[src/rtl/serial_add_pkg.sv]
// -----------------------------------------------------------------------------
// serial_add_pkg
// Shared types and constants for the bit-serial adder receive end.
//   - serial_add_state_e : FSM state encoding (IDLE, SHIFT, DONE)
//   - SERIAL_ADD_WIDTH   : default operand/sum width
// -----------------------------------------------------------------------------
package serial_add_pkg;

    localparam int SERIAL_ADD_WIDTH = 8;

    typedef enum logic [1:0] {
        IDLE  = 2'd0,
        SHIFT = 2'd1,
        DONE  = 2'd2
    } serial_add_state_e;

endpackage : serial_add_pkg

[src/rtl/full_add_cell.sv]
// -----------------------------------------------------------------------------
// full_add_cell
// One-bit full adder built from two half-adder stages and an OR of their
// carries.
//   a, b  : input  operand bits
//   cin   : input  carry in
//   s     : output sum bit
//   cout  : output carry out
// -----------------------------------------------------------------------------
module full_add_cell (
    input  logic a,
    input  logic b,
    input  logic cin,
    output logic s,
    output logic cout
);

    logic ha0_sum_s;
    logic ha0_cy_s;
    logic ha1_cy_s;

    // First half adder: a + b
    assign ha0_sum_s = a ^ b;
    assign ha0_cy_s  = a & b;

    // Second half adder: partial sum + carry in
    assign s         = ha0_sum_s ^ cin;
    assign ha1_cy_s  = ha0_sum_s & cin;

    // At most one half adder can produce a carry, so OR merges them
    assign cout      = ha0_cy_s | ha1_cy_s;

endmodule : full_add_cell

[src/rtl/serial_add_rx.sv]
// -----------------------------------------------------------------------------
// serial_add_rx
// Bit-serial adder receive end. Accepts operand bit pairs LSB-first over a
// bit_valid/bit_ready handshake, adds them with a single registered carry and
// deserialises the result into a parallel WIDTH-bit sum plus carry-out.
//
// Configuration macro: SERIAL_ADD_SUB_EN
//   defined   -> 'sub' port present; sub sampled with start selects a-b
//                (computed as a + ~b + 1, carry=1 means no borrow)
//   undefined -> add only, initial carry always 0
//
// Ports:
//   clk       : input  rising-edge clock
//   rst_n     : input  asynchronous active-low reset
//   start     : input  begin new operation (wins over everything else)
//   sub       : input  subtract mode, sampled with start (SERIAL_ADD_SUB_EN)
//   bit_valid : input  a/b carry a valid bit pair
//   a, b      : input  operand bits, LSB first
//   bit_ready : output block accepts a bit pair this cycle
//   busy      : output high in SHIFT or DONE
//   sum       : output WIDTH-bit result, holds until next start
//   carry     : output carry-out, holds until next start
//   done      : output one-cycle pulse, result valid
// All outputs are registered.
// -----------------------------------------------------------------------------
module serial_add_rx
    import serial_add_pkg::*;
#(
    parameter int WIDTH = SERIAL_ADD_WIDTH
) (
    input  logic             clk,
    input  logic             rst_n,
    input  logic             start,
`ifdef SERIAL_ADD_SUB_EN
    input  logic             sub,
`endif
    input  logic             bit_valid,
    input  logic             a,
    input  logic             b,
    output logic             bit_ready,
    output logic             busy,
    output logic [WIDTH-1:0] sum,
    output logic             carry,
    output logic             done
);

    localparam int CW = (WIDTH > 1) ? $clog2(WIDTH) : 1;

    serial_add_state_e state_r;
    logic [CW-1:0]     count_r;
    logic              cy_r;        // running carry between bit positions
    logic [WIDTH-1:0]  sum_r;
    logic              carry_r;     // published carry-out
    logic              done_r;
    logic              bit_ready_r;
    logic              busy_r;

    logic              b_eff_s;
    logic              fa_sum_s;
    logic              fa_cout_s;
    logic              accept_s;
    logic              last_bit_s;

`ifdef SERIAL_ADD_SUB_EN
    logic              sub_r;

    // Subtraction inverts B; the +1 comes from the carry preset at start
    assign b_eff_s = b ^ sub_r;
`else
    assign b_eff_s = b;
`endif

    // A bit pair is consumed only in SHIFT and never in the cycle start restarts
    assign accept_s   = bit_valid & bit_ready_r & (state_r == SHIFT) & ~start;
    assign last_bit_s = (count_r == CW'(WIDTH - 1));

    full_add_cell u_full_add_cell (
        .a    (a),
        .b    (b_eff_s),
        .cin  (cy_r),
        .s    (fa_sum_s),
        .cout (fa_cout_s)
    );

    // FSM, bit counter, carry flop and sum shift register with registered outputs
    always_ff @(posedge clk or negedge rst_n) begin
        if (!rst_n) begin
            state_r     <= IDLE;
            count_r     <= {CW{1'b0}};
            cy_r        <= 1'b0;
            sum_r       <= {WIDTH{1'b0}};
            carry_r     <= 1'b0;
            done_r      <= 1'b0;
            bit_ready_r <= 1'b0;
            busy_r      <= 1'b0;
`ifdef SERIAL_ADD_SUB_EN
            sub_r       <= 1'b0;
`endif
        end else if (start) begin
            // Restart from any state; a concurrent bit pair is dropped
            state_r     <= SHIFT;
            count_r     <= {CW{1'b0}};
            sum_r       <= {WIDTH{1'b0}};
            carry_r     <= 1'b0;
            done_r      <= 1'b0;
            bit_ready_r <= 1'b1;
            busy_r      <= 1'b1;
`ifdef SERIAL_ADD_SUB_EN
            sub_r       <= sub;
            cy_r        <= sub;
`else
            cy_r        <= 1'b0;
`endif
        end else begin
            case (state_r)
                IDLE: begin
                    done_r      <= 1'b0;
                    bit_ready_r <= 1'b0;
                    busy_r      <= 1'b0;
                end
                SHIFT: begin
                    if (accept_s) begin
                        // LSB arrives first, so shift right and insert at MSB
                        sum_r <= {fa_sum_s, sum_r[WIDTH-1:1]};
                        cy_r  <= fa_cout_s;
                        if (last_bit_s) begin
                            state_r     <= DONE;
                            carry_r     <= fa_cout_s;
                            done_r      <= 1'b1;
                            bit_ready_r <= 1'b0;
                        end else begin
                            count_r     <= count_r + CW'(32'd1);
                        end
                    end else begin
                        bit_ready_r <= 1'b1;
                    end
                end
                DONE: begin
                    state_r     <= IDLE;
                    done_r      <= 1'b0;
                    bit_ready_r <= 1'b0;
                    busy_r      <= 1'b0;
                end
                default: begin
                    state_r     <= IDLE;
                    done_r      <= 1'b0;
                    bit_ready_r <= 1'b0;
                    busy_r      <= 1'b0;
                end
            endcase
        end
    end

    assign bit_ready = bit_ready_r;
    assign busy      = busy_r;
    assign sum       = sum_r;
    assign carry     = carry_r;
    assign done      = done_r;

endmodule : serial_add_rx

[config.mk]
export PLATFORM = sky130hd
export DESIGN_NAME = serial_add_rx
export DESIGN_NICKNAME = d
export VERILOG_FILES = /design/src/rtl/serial_add_pkg.sv /design/src/rtl/full_add_cell.sv /design/src/rtl/serial_add_rx.sv
export SDC_FILE = /design/constraint.sdc
export NUM_CORES = 1
export LEC_CHECK = 0
export CAP_MARGIN = 30
export CORE_MARGIN = 2
export CORE_UTILIZATION = 25
export DETAILED_ROUTE_END_ITERATION = 10
export PLACE_DENSITY = 0.5
export SYNTH_ARGS = -nofsm -noshare
export SYNTH_HDL_FRONTEND = slang
export SYNTH_SLANG_ARGS = --single-unit
export TNS_END_PERCENT = 100
[constraint.sdc]
create_clock -name clk -period 1.6 [get_ports clk]
set_clock_uncertainty 0.15 [all_clocks]
set_input_delay 0.16 -clock clk [delete_from_list [all_inputs] [get_ports clk]]
set_output_delay 0.16 -clock clk [all_outputs]
set_load 0.005 [all_outputs]
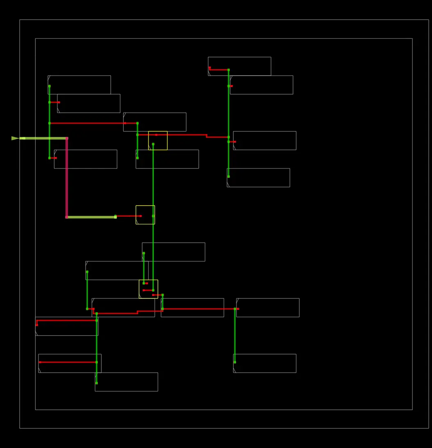
Figure 1: clock nets.
number of clock buffers inserted by TritonCTS: 3
clock tree sinks: 18
latest clock arrival within the worst-skew pair: 0.28 ns
number of sequential cells in the layout: 18
Clock Buffer Count: 3

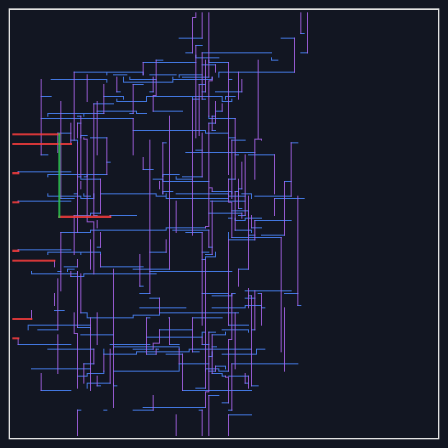
Figure 2: metal layers overlaid.
| color | layer | wire length |
|---|---|---|
| purple | met2 | 786 um |
| blue | met1 | 738 um |
| red | met3 | 32.7 um |
| green | met4 | 11.6 um |

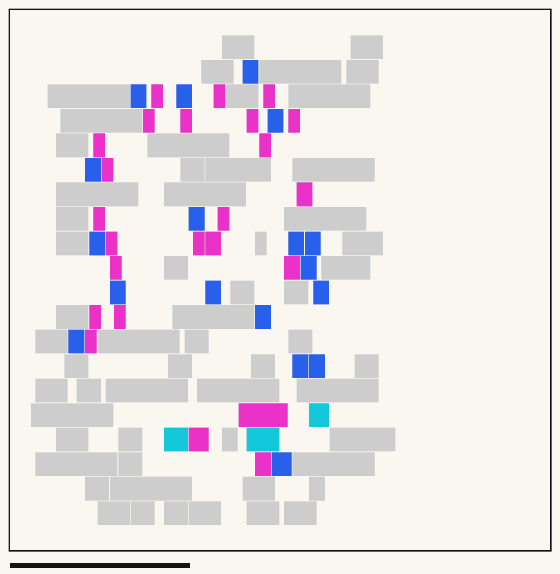
Figure 3: gate families picked out.
Bar = 20 um.
| color | family | cells |
|---|---|---|
| cyan | AND and OR gates | 3 |
| blue | inverting AOI/OAI gates | 18 |
| magenta | NAND gates | 24 |
filler-free cell count of the finished design: 136
fraction of area in multi-input gates: 28.0%

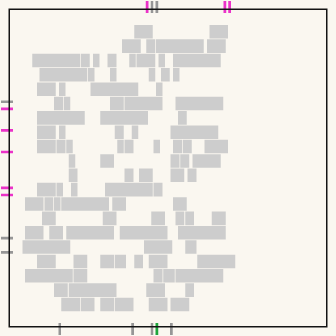
Figure 4: pin placement.
Pins as bars across the die edge, other pins in gray.
| color | port | pins | direction | edge |
|---|---|---|---|---|
| green | carry | 1 | output | bottom |
| magenta | sum | 8 | output | 5 left, 3 top |
all pins by edge: 8 left, 5 top, 5 bottom
chip width: 59.9 um
die height: 59.9 um
count of buffers from port buffering: 17

==> PnR_summary.wiki <==
== Run summary ==
{| class="wikitable"
! Metric !! Value
|-
| Status || finished, final reports clean
|-
| Most frequent logic cells in the routed design || sky130_fd_sc_hd__nand2_1 (18), sky130_fd_sc_hd__dfrtp_1 (18), sky130_fd_sc_hd__clkdlybuf4s50_1 (17), sky130_fd_sc_hd__a21oi_1 (13), sky130_fd_sc_hd__buf_4 (10)
|-
| Number of tap instances || 33
|-
| Logic inverters || 1
|-
| Final worst-path setup slack || around 0.12 ns
|-
| Period utilization || 92.7%
|-
| Post-Synthesis Cell Area || ~800 um^2
|-
| Layout Cell Area excl Fill || 1090 um^2
|-
| Core utilization before placement || 26.0%
|-
| Proportion of cell area spent on the clock network || 2.07%
|-
| Cells in synth_stat.txt || ~76
|-
| Aoi share || 14.6%
|-
| Top-level port count || 18
|-
| Fraction of synthesized cell area taken by the top area cell type || 57.7%
|-
| Most area-consuming cells after synthesis || sky130_fd_sc_hd__dfrtp_1 (58%), sky130_fd_sc_hd__nand2_1 (8.7%), sky130_fd_sc_hd__a21oi_1 (8.3%)
|-
| Fillers || 330
|-
| Sequential power || roughly 470 uW
|-
| Final hold slack || 0.0435 ns
|-
| Worst slack at placement || a little under 0.02 ns
|-
| Maximum number of pins on one net before global-route repair || 19
|-
| Fraction of the mapped netlist area in simple logic gates || 18.3%
|-
| Total clock network power || a little over 200 uW
|-
| Cell-internal power || 596 uW
|-
| Antenna cell count || 0
|-
| Area reported by Yosys stat || 781 um^2
|-
| Fraction of met3 tracks used by global routing || 1.52%
|-
| Largest delay share family, worst path || buffers and inverters
|}
Power and IR drop assume default switching activity.
